===== src/rtl/vga_pkg.sv =====
// Shared 640x480@60 timing constants, colour constants and the delay-line stage type.
// VGA_TEST_PATTERN_EN adds the colour-bar index to each delay stage.
package vga_pkg;

  localparam int CNT_W   = 10;
  localparam int H_DISP  = 640;
  localparam int H_FP    = 16;
  localparam int H_SYNC  = 96;
  localparam int H_BP    = 48;
  localparam int H_TOTAL = H_DISP + H_FP + H_SYNC + H_BP;
  localparam int V_DISP  = 480;
  localparam int V_FP    = 10;
  localparam int V_SYNC  = 2;
  localparam int V_BP    = 33;
  localparam int V_TOTAL = V_DISP + V_FP + V_SYNC + V_BP;

  localparam int TICK_DIV_DEF = 4;
  localparam int PIPE_DLY_DEF = 1;

  localparam logic [7:0] BG_COLOUR = 8'h49;
  localparam logic [7:0] BAR_COLOUR [8] = '{8'hFF, 8'hFC, 8'h1F, 8'h1C, 8'hE3, 8'hE0, 8'h03, 8'h00};

  typedef struct packed {
    logic hs_n;
    logic vs_n;
    logic video;
`ifdef VGA_TEST_PATTERN_EN
    logic [2:0] bar;
`endif
  } pipe_stage_t;

  localparam pipe_stage_t PIPE_IDLE = '{hs_n: 1'b1, vs_n: 1'b1, default: '0};

  function automatic bit is_pow2(input int v);
    return (v > 0) && ((v & (v - 1)) == 0);
  endfunction

endpackage


===== src/rtl/vga_sync_gen_if.sv =====
// Raster bus between the sync generator (master) and the overlay/colour selector side (slave).
interface vga_sync_gen_if;
  import vga_pkg::*;

  logic             PIX_TICK;
  logic [CNT_W-1:0] PIX_X;
  logic [CNT_W-1:0] PIX_Y;
  logic             VIDEO_ON;
  logic             FRAME_START;
  logic [7:0]       COLOUR_IN;
  logic [7:0]       RGB;
  logic             HSYNC;
  logic             VSYNC;

  modport master (
    output PIX_TICK, PIX_X, PIX_Y, VIDEO_ON, FRAME_START, RGB, HSYNC, VSYNC,
    input  COLOUR_IN
  );

  modport slave (
    input  PIX_TICK, PIX_X, PIX_Y, VIDEO_ON, FRAME_START, RGB, HSYNC, VSYNC,
    output COLOUR_IN
  );

endinterface


===== src/rtl/vga_axis_counter.sv =====
// One raster axis: wrapping position counter with terminal-count flag and raw active-low sync.
module vga_axis_counter
  import vga_pkg::*;
#(
  parameter int LIMIT      = H_TOTAL,
  parameter int SYNC_START = H_DISP + H_FP,
  parameter int SYNC_END   = H_DISP + H_FP + H_SYNC
) (
  input  logic             clk,
  input  logic             srst,
  input  logic             en_i,
  output logic [CNT_W-1:0] count_o,
  output logic             wrap_o,
  output logic             sync_n_o
);

  // One extra bit so a sync end equal to 2**CNT_W still compares correctly.
  localparam logic [CNT_W:0] LAST_C = (CNT_W + 1)'(LIMIT - 1);
  localparam logic [CNT_W:0] SS_C   = (CNT_W + 1)'(SYNC_START);
  localparam logic [CNT_W:0] SE_C   = (CNT_W + 1)'(SYNC_END);

  logic [CNT_W-1:0] count_q, count_d;
  logic [CNT_W:0]   count_ext;

  assign count_ext = {1'b0, count_q};
  assign wrap_o    = (count_ext == LAST_C);
  assign sync_n_o  = !((count_ext >= SS_C) && (count_ext < SE_C));
  assign count_o   = count_q;

  always_comb begin
    count_d = count_q;
    if (en_i) begin
      count_d = wrap_o ? '0 : count_q + 1'b1;
    end
  end

  always_ff @(posedge clk) begin
    if (srst) count_q <= '0;
    else      count_q <= count_d;
  end

endmodule


===== src/rtl/vga_sync_gen.sv =====
// 640x480@60 raster timing: pixel strobe, H/V counters, sync/blank delay line and registered DAC outputs.
// Define VGA_TEST_PATTERN_EN to replace COLOUR_IN with eight vertical colour bars.
module vga_sync_gen
  import vga_pkg::*;
#(
  parameter int TICK_DIV = vga_pkg::TICK_DIV_DEF,
  parameter int H_DISP   = vga_pkg::H_DISP,
  parameter int H_FP     = vga_pkg::H_FP,
  parameter int H_SYNC   = vga_pkg::H_SYNC,
  parameter int H_BP     = vga_pkg::H_BP,
  parameter int V_DISP   = vga_pkg::V_DISP,
  parameter int V_FP     = vga_pkg::V_FP,
  parameter int V_SYNC   = vga_pkg::V_SYNC,
  parameter int V_BP     = vga_pkg::V_BP,
  parameter int PIPE_DLY = vga_pkg::PIPE_DLY_DEF
) (
  input  logic           CLK_NEXYS,
  input  logic           RESET,
  vga_sync_gen_if.master vga
);

  localparam int H_TOT = H_DISP + H_FP + H_SYNC + H_BP;
  localparam int V_TOT = V_DISP + V_FP + V_SYNC + V_BP;
  localparam int DIV_W = (TICK_DIV > 1) ? $clog2(TICK_DIV) : 1;
  localparam logic [DIV_W-1:0] DIV_LAST = DIV_W'(TICK_DIV - 1);
  localparam logic [CNT_W-1:0] H_DISP_C = CNT_W'(H_DISP);
  localparam logic [CNT_W-1:0] V_DISP_C = CNT_W'(V_DISP);

  if (H_TOT > (1 << CNT_W) || V_TOT > (1 << CNT_W)) begin : g_bad_total
    $error("vga_sync_gen: raster totals exceed the 10-bit counters");
  end
  if (!is_pow2(TICK_DIV) || TICK_DIV < 2 || TICK_DIV > 16) begin : g_bad_div
    $error("vga_sync_gen: TICK_DIV must be a power of two in 2..16");
  end
  if (PIPE_DLY < 1 || PIPE_DLY > 3) begin : g_bad_dly
    $error("vga_sync_gen: PIPE_DLY must be 1..3");
  end

  logic [DIV_W-1:0] div_q;
  logic             tick;
  logic [CNT_W-1:0] h_count, v_count;
  logic             h_wrap, v_wrap, h_sync_n, v_sync_n;
  logic             live_q, frame_start_q;
  logic [7:0]       rgb_q, colour_sel;
  logic             hsync_q, vsync_q;
  pipe_stage_t      raw_stage;
  pipe_stage_t      stage_out [PIPE_DLY+1];

  assign tick = (div_q == DIV_LAST);

  always_ff @(posedge CLK_NEXYS) begin
    if (RESET) div_q <= '0;
    else       div_q <= div_q + 1'b1;
  end

  vga_axis_counter #(
    .LIMIT(H_TOT), .SYNC_START(H_DISP + H_FP), .SYNC_END(H_DISP + H_FP + H_SYNC)
  ) u_h_axis (
    .clk(CLK_NEXYS), .srst(RESET), .en_i(tick),
    .count_o(h_count), .wrap_o(h_wrap), .sync_n_o(h_sync_n)
  );

  vga_axis_counter #(
    .LIMIT(V_TOT), .SYNC_START(V_DISP + V_FP), .SYNC_END(V_DISP + V_FP + V_SYNC)
  ) u_v_axis (
    .clk(CLK_NEXYS), .srst(RESET), .en_i(tick & h_wrap),
    .count_o(v_count), .wrap_o(v_wrap), .sync_n_o(v_sync_n)
  );

  always_comb begin
    raw_stage       = PIPE_IDLE;
    raw_stage.hs_n  = h_sync_n;
    raw_stage.vs_n  = v_sync_n;
    raw_stage.video = (h_count < H_DISP_C) && (v_count < V_DISP_C);
`ifdef VGA_TEST_PATTERN_EN
    raw_stage.bar   = h_count[9:7];
`endif
  end

  // Delay line matches the selector's colour latency so blanking/sync line up with COLOUR_IN.
  assign stage_out[0] = raw_stage;

  for (genvar gi = 0; gi < PIPE_DLY; gi++) begin : g_pipe
    pipe_stage_t stage_q;

    always_ff @(posedge CLK_NEXYS) begin
      if (RESET)     stage_q <= PIPE_IDLE;
      else if (tick) stage_q <= stage_out[gi];
    end

    assign stage_out[gi+1] = stage_q;
  end

  always_comb begin
`ifdef VGA_TEST_PATTERN_EN
    colour_sel = BAR_COLOUR[stage_out[PIPE_DLY].bar];
`else
    colour_sel = vga.COLOUR_IN;
`endif
  end

  always_ff @(posedge CLK_NEXYS) begin
    if (RESET) begin
      rgb_q         <= 8'h00;
      hsync_q       <= 1'b1;
      vsync_q       <= 1'b1;
      frame_start_q <= 1'b0;
      live_q        <= 1'b0;
    end else begin
      live_q        <= 1'b1;
      frame_start_q <= tick & h_wrap & v_wrap;
      if (tick) begin
        rgb_q   <= stage_out[PIPE_DLY].video ? colour_sel : 8'h00;
        hsync_q <= stage_out[PIPE_DLY].hs_n;
        vsync_q <= stage_out[PIPE_DLY].vs_n;
      end
    end
  end

  // live_q holds VIDEO_ON low while in reset even though the counters sit at (0,0).
  assign vga.PIX_TICK    = tick;
  assign vga.PIX_X       = h_count;
  assign vga.PIX_Y       = v_count;
  assign vga.VIDEO_ON    = live_q && (h_count < H_DISP_C) && (v_count < V_DISP_C);
  assign vga.FRAME_START = frame_start_q;
  assign vga.RGB         = rgb_q;
  assign vga.HSYNC       = hsync_q;
  assign vga.VSYNC       = vsync_q;

endmodule


===== src/flat_wrapper.sv =====
// flat-port wrapper written by rule: the top's interface ports become plain ports
module vga_sync_gen_flat import vga_pkg::*;
#(
  parameter int TICK_DIV = vga_pkg::TICK_DIV_DEF,
  parameter int H_DISP   = vga_pkg::H_DISP,
  parameter int H_FP     = vga_pkg::H_FP,
  parameter int H_SYNC   = vga_pkg::H_SYNC,
  parameter int H_BP     = vga_pkg::H_BP,
  parameter int V_DISP   = vga_pkg::V_DISP,
  parameter int V_FP     = vga_pkg::V_FP,
  parameter int V_SYNC   = vga_pkg::V_SYNC,
  parameter int V_BP     = vga_pkg::V_BP,
  parameter int PIPE_DLY = vga_pkg::PIPE_DLY_DEF
)
  (CLK_NEXYS, RESET, vga_PIX_TICK, vga_PIX_X, vga_PIX_Y, vga_VIDEO_ON, vga_FRAME_START, vga_RGB, vga_HSYNC, vga_VSYNC, vga_COLOUR_IN);
  vga_sync_gen_if vga_i ();
  input  logic CLK_NEXYS;
  input  logic RESET;
  output wire logic [$bits(vga_i.PIX_TICK)-1:0] vga_PIX_TICK;
  output wire logic [$bits(vga_i.PIX_X)-1:0] vga_PIX_X;
  output wire logic [$bits(vga_i.PIX_Y)-1:0] vga_PIX_Y;
  output wire logic [$bits(vga_i.VIDEO_ON)-1:0] vga_VIDEO_ON;
  output wire logic [$bits(vga_i.FRAME_START)-1:0] vga_FRAME_START;
  output wire logic [$bits(vga_i.RGB)-1:0] vga_RGB;
  output wire logic [$bits(vga_i.HSYNC)-1:0] vga_HSYNC;
  output wire logic [$bits(vga_i.VSYNC)-1:0] vga_VSYNC;
  input wire logic [$bits(vga_i.COLOUR_IN)-1:0] vga_COLOUR_IN;
  assign vga_PIX_TICK = vga_i.PIX_TICK;
  assign vga_PIX_X = vga_i.PIX_X;
  assign vga_PIX_Y = vga_i.PIX_Y;
  assign vga_VIDEO_ON = vga_i.VIDEO_ON;
  assign vga_FRAME_START = vga_i.FRAME_START;
  assign vga_RGB = vga_i.RGB;
  assign vga_HSYNC = vga_i.HSYNC;
  assign vga_VSYNC = vga_i.VSYNC;
  assign vga_i.COLOUR_IN = vga_COLOUR_IN;
  vga_sync_gen #(.TICK_DIV(TICK_DIV), .H_DISP(H_DISP), .H_FP(H_FP), .H_SYNC(H_SYNC), .H_BP(H_BP), .V_DISP(V_DISP), .V_FP(V_FP), .V_SYNC(V_SYNC), .V_BP(V_BP), .PIPE_DLY(PIPE_DLY)) u_core (.CLK_NEXYS(CLK_NEXYS), .RESET(RESET), .vga(vga_i));
endmodule

===== config.mk =====
export PLATFORM = sky130hd
export DESIGN_NAME = vga_sync_gen_flat
export DESIGN_NICKNAME = d
export VERILOG_FILES = /design/src/rtl/vga_pkg.sv /design/src/rtl/vga_sync_gen_if.sv /design/src/rtl/vga_axis_counter.sv /design/src/rtl/vga_sync_gen.sv /design/src/flat_wrapper.sv
export SDC_FILE = /design/constraint.sdc
export NUM_CORES = 1
export LEC_CHECK = 0
export CAP_MARGIN = 20
export CORE_MARGIN = 2
export CORE_UTILIZATION = 40
export CTS_CLUSTER_SIZE = 30
export DETAILED_ROUTE_END_ITERATION = 10
export PLACE_DENSITY = 0.7
export SETUP_SLACK_MARGIN = 0.2
export SYNTH_ARGS = -nofsm -noshare
export SYNTH_HDL_FRONTEND = slang
export SYNTH_SLANG_ARGS = --single-unit

===== constraint.sdc =====
create_clock -name CLK_NEXYS -period 1.7 [get_ports CLK_NEXYS]
set_input_delay 0.255 -clock CLK_NEXYS [delete_from_list [all_inputs] [get_ports CLK_NEXYS]]
set_output_delay 0.255 -clock CLK_NEXYS [all_outputs]
set_load 0.02 [all_outputs]

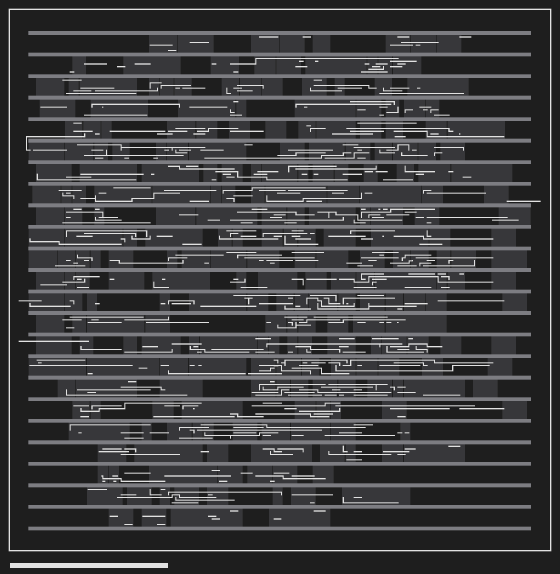
**Above:** the metal 1 layer.
The bar under the picture is 20 µm long. Supply wires on this layer in grey. Cells faint in the background.
wire length on this layer = 1790 µm
nets with wire on the layer = 236
main direction = horizontal
final WL: 4010 µm
Vias: 1586
met1 Track Usage GR: 22.6%

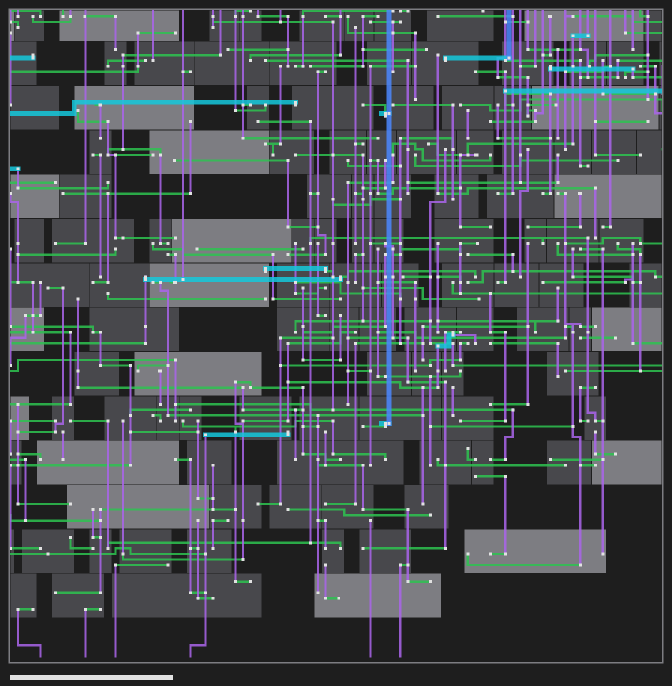
**Above:** a small window of the routed layout.
The bar under the picture is 10 µm long. Region (14, 0) to (54, 40) µm. Cells in grey, sequential cells in the stronger grey; small squares are vias.
blue -> M4
green -> M1
purple -> M2
cyan -> M3
most frequent = buf_4 (17), nor2_1 (12)
sequential cells in the window = 15
netlist names of flops here include = `u_core.u_h_axis.count_o` (10), `u_core.u_v_axis.count_o` (2)
cells with their middle in the window = 114

==> results.toml <==
# yosys + openroad results
[setup_path]
cp.required_ns = 1.88
crit_chain = "buf_6 -> or3_1 -> or4_4 -> o21ai_4 -> buf_6 -> nor2_1"
crit_path_start_kind = "flop"
reg2reg_from = "u_core.u_v_axis.count_o[6]$_SDFFE_PP0P_"

[clock_tree]
clock-sinks = 37
post_cts_resize_count = 36
clockBufferDepth = 2

[timing]
setup_violations = 2
tightest_slew_ns = 0.339
rsz0062_at_grt = "yes"
hold_slack_ns = 0.422
fmax_mhz = 587
layout_setup_ws_ns = -0.00263

[finish]
final_nets = 275
numSequentialCells = 37
n_all_buffers = 78
regArea_um2 = 771

[logic_synthesis]
ys_sh_simple_pct = 28.9
synthTopCellsByArea = "dfxtp_1 (45%), nor2_1 (6.2%), ha_1 (4.6%), xor2_1 (4.3%), nor2b_1 (3.4%)"
ys_seq_share_pct = 45.0
yosysMostFrequentCell = "dfxtp_1"
topCombFamilyByArea = "simple AND/OR/NAND/NOR gates"

[placement]
placed_cell_area_um2 = 2380
dp_cells = 295

[power_and_ir_drop]
leakagePower_nw = 1.24
p_comb_uw = 102
p_total_mw = 1.59
combPwrFrac_pct = 6.4
p_int_mw = 1.21

[global_route]
grt_pass1_wl_um = 6340
use_met3_pct = 6.25

[detailed_routing]
wl_met1_um = 1790
firstDrtPassIters = 4

[outcome]
status = "complete, but fails checks"
failed_checks = "negative setup slack"
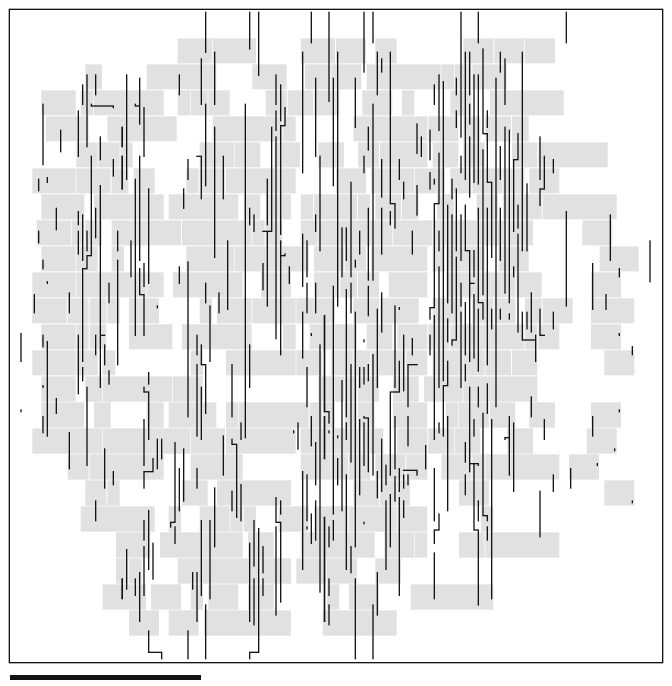
**Above:** met2 routing.
The bar under the picture is 20 µm long. Cells faint in the background.
share of all routed wire = 48%
longest straight run = 34.9 µm
main direction = vertical
met2 Usage GRT: 29.5%

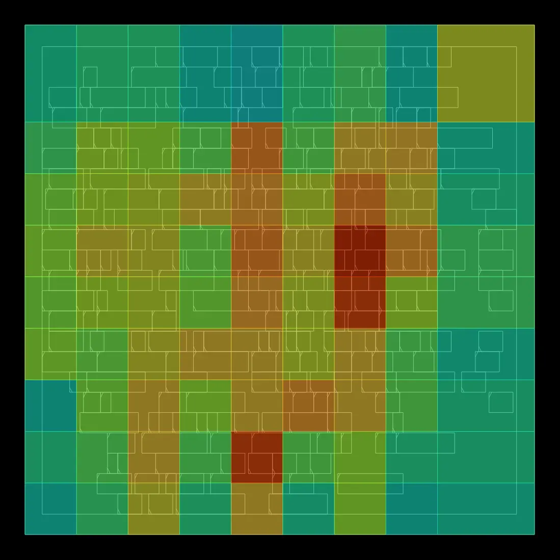
**Above:** track usage over the die.
Core Util, Final: 64.4%
GRT Total Usage: 18.5%
WL per Instance: 12.9 µm
GR peak layer: met2

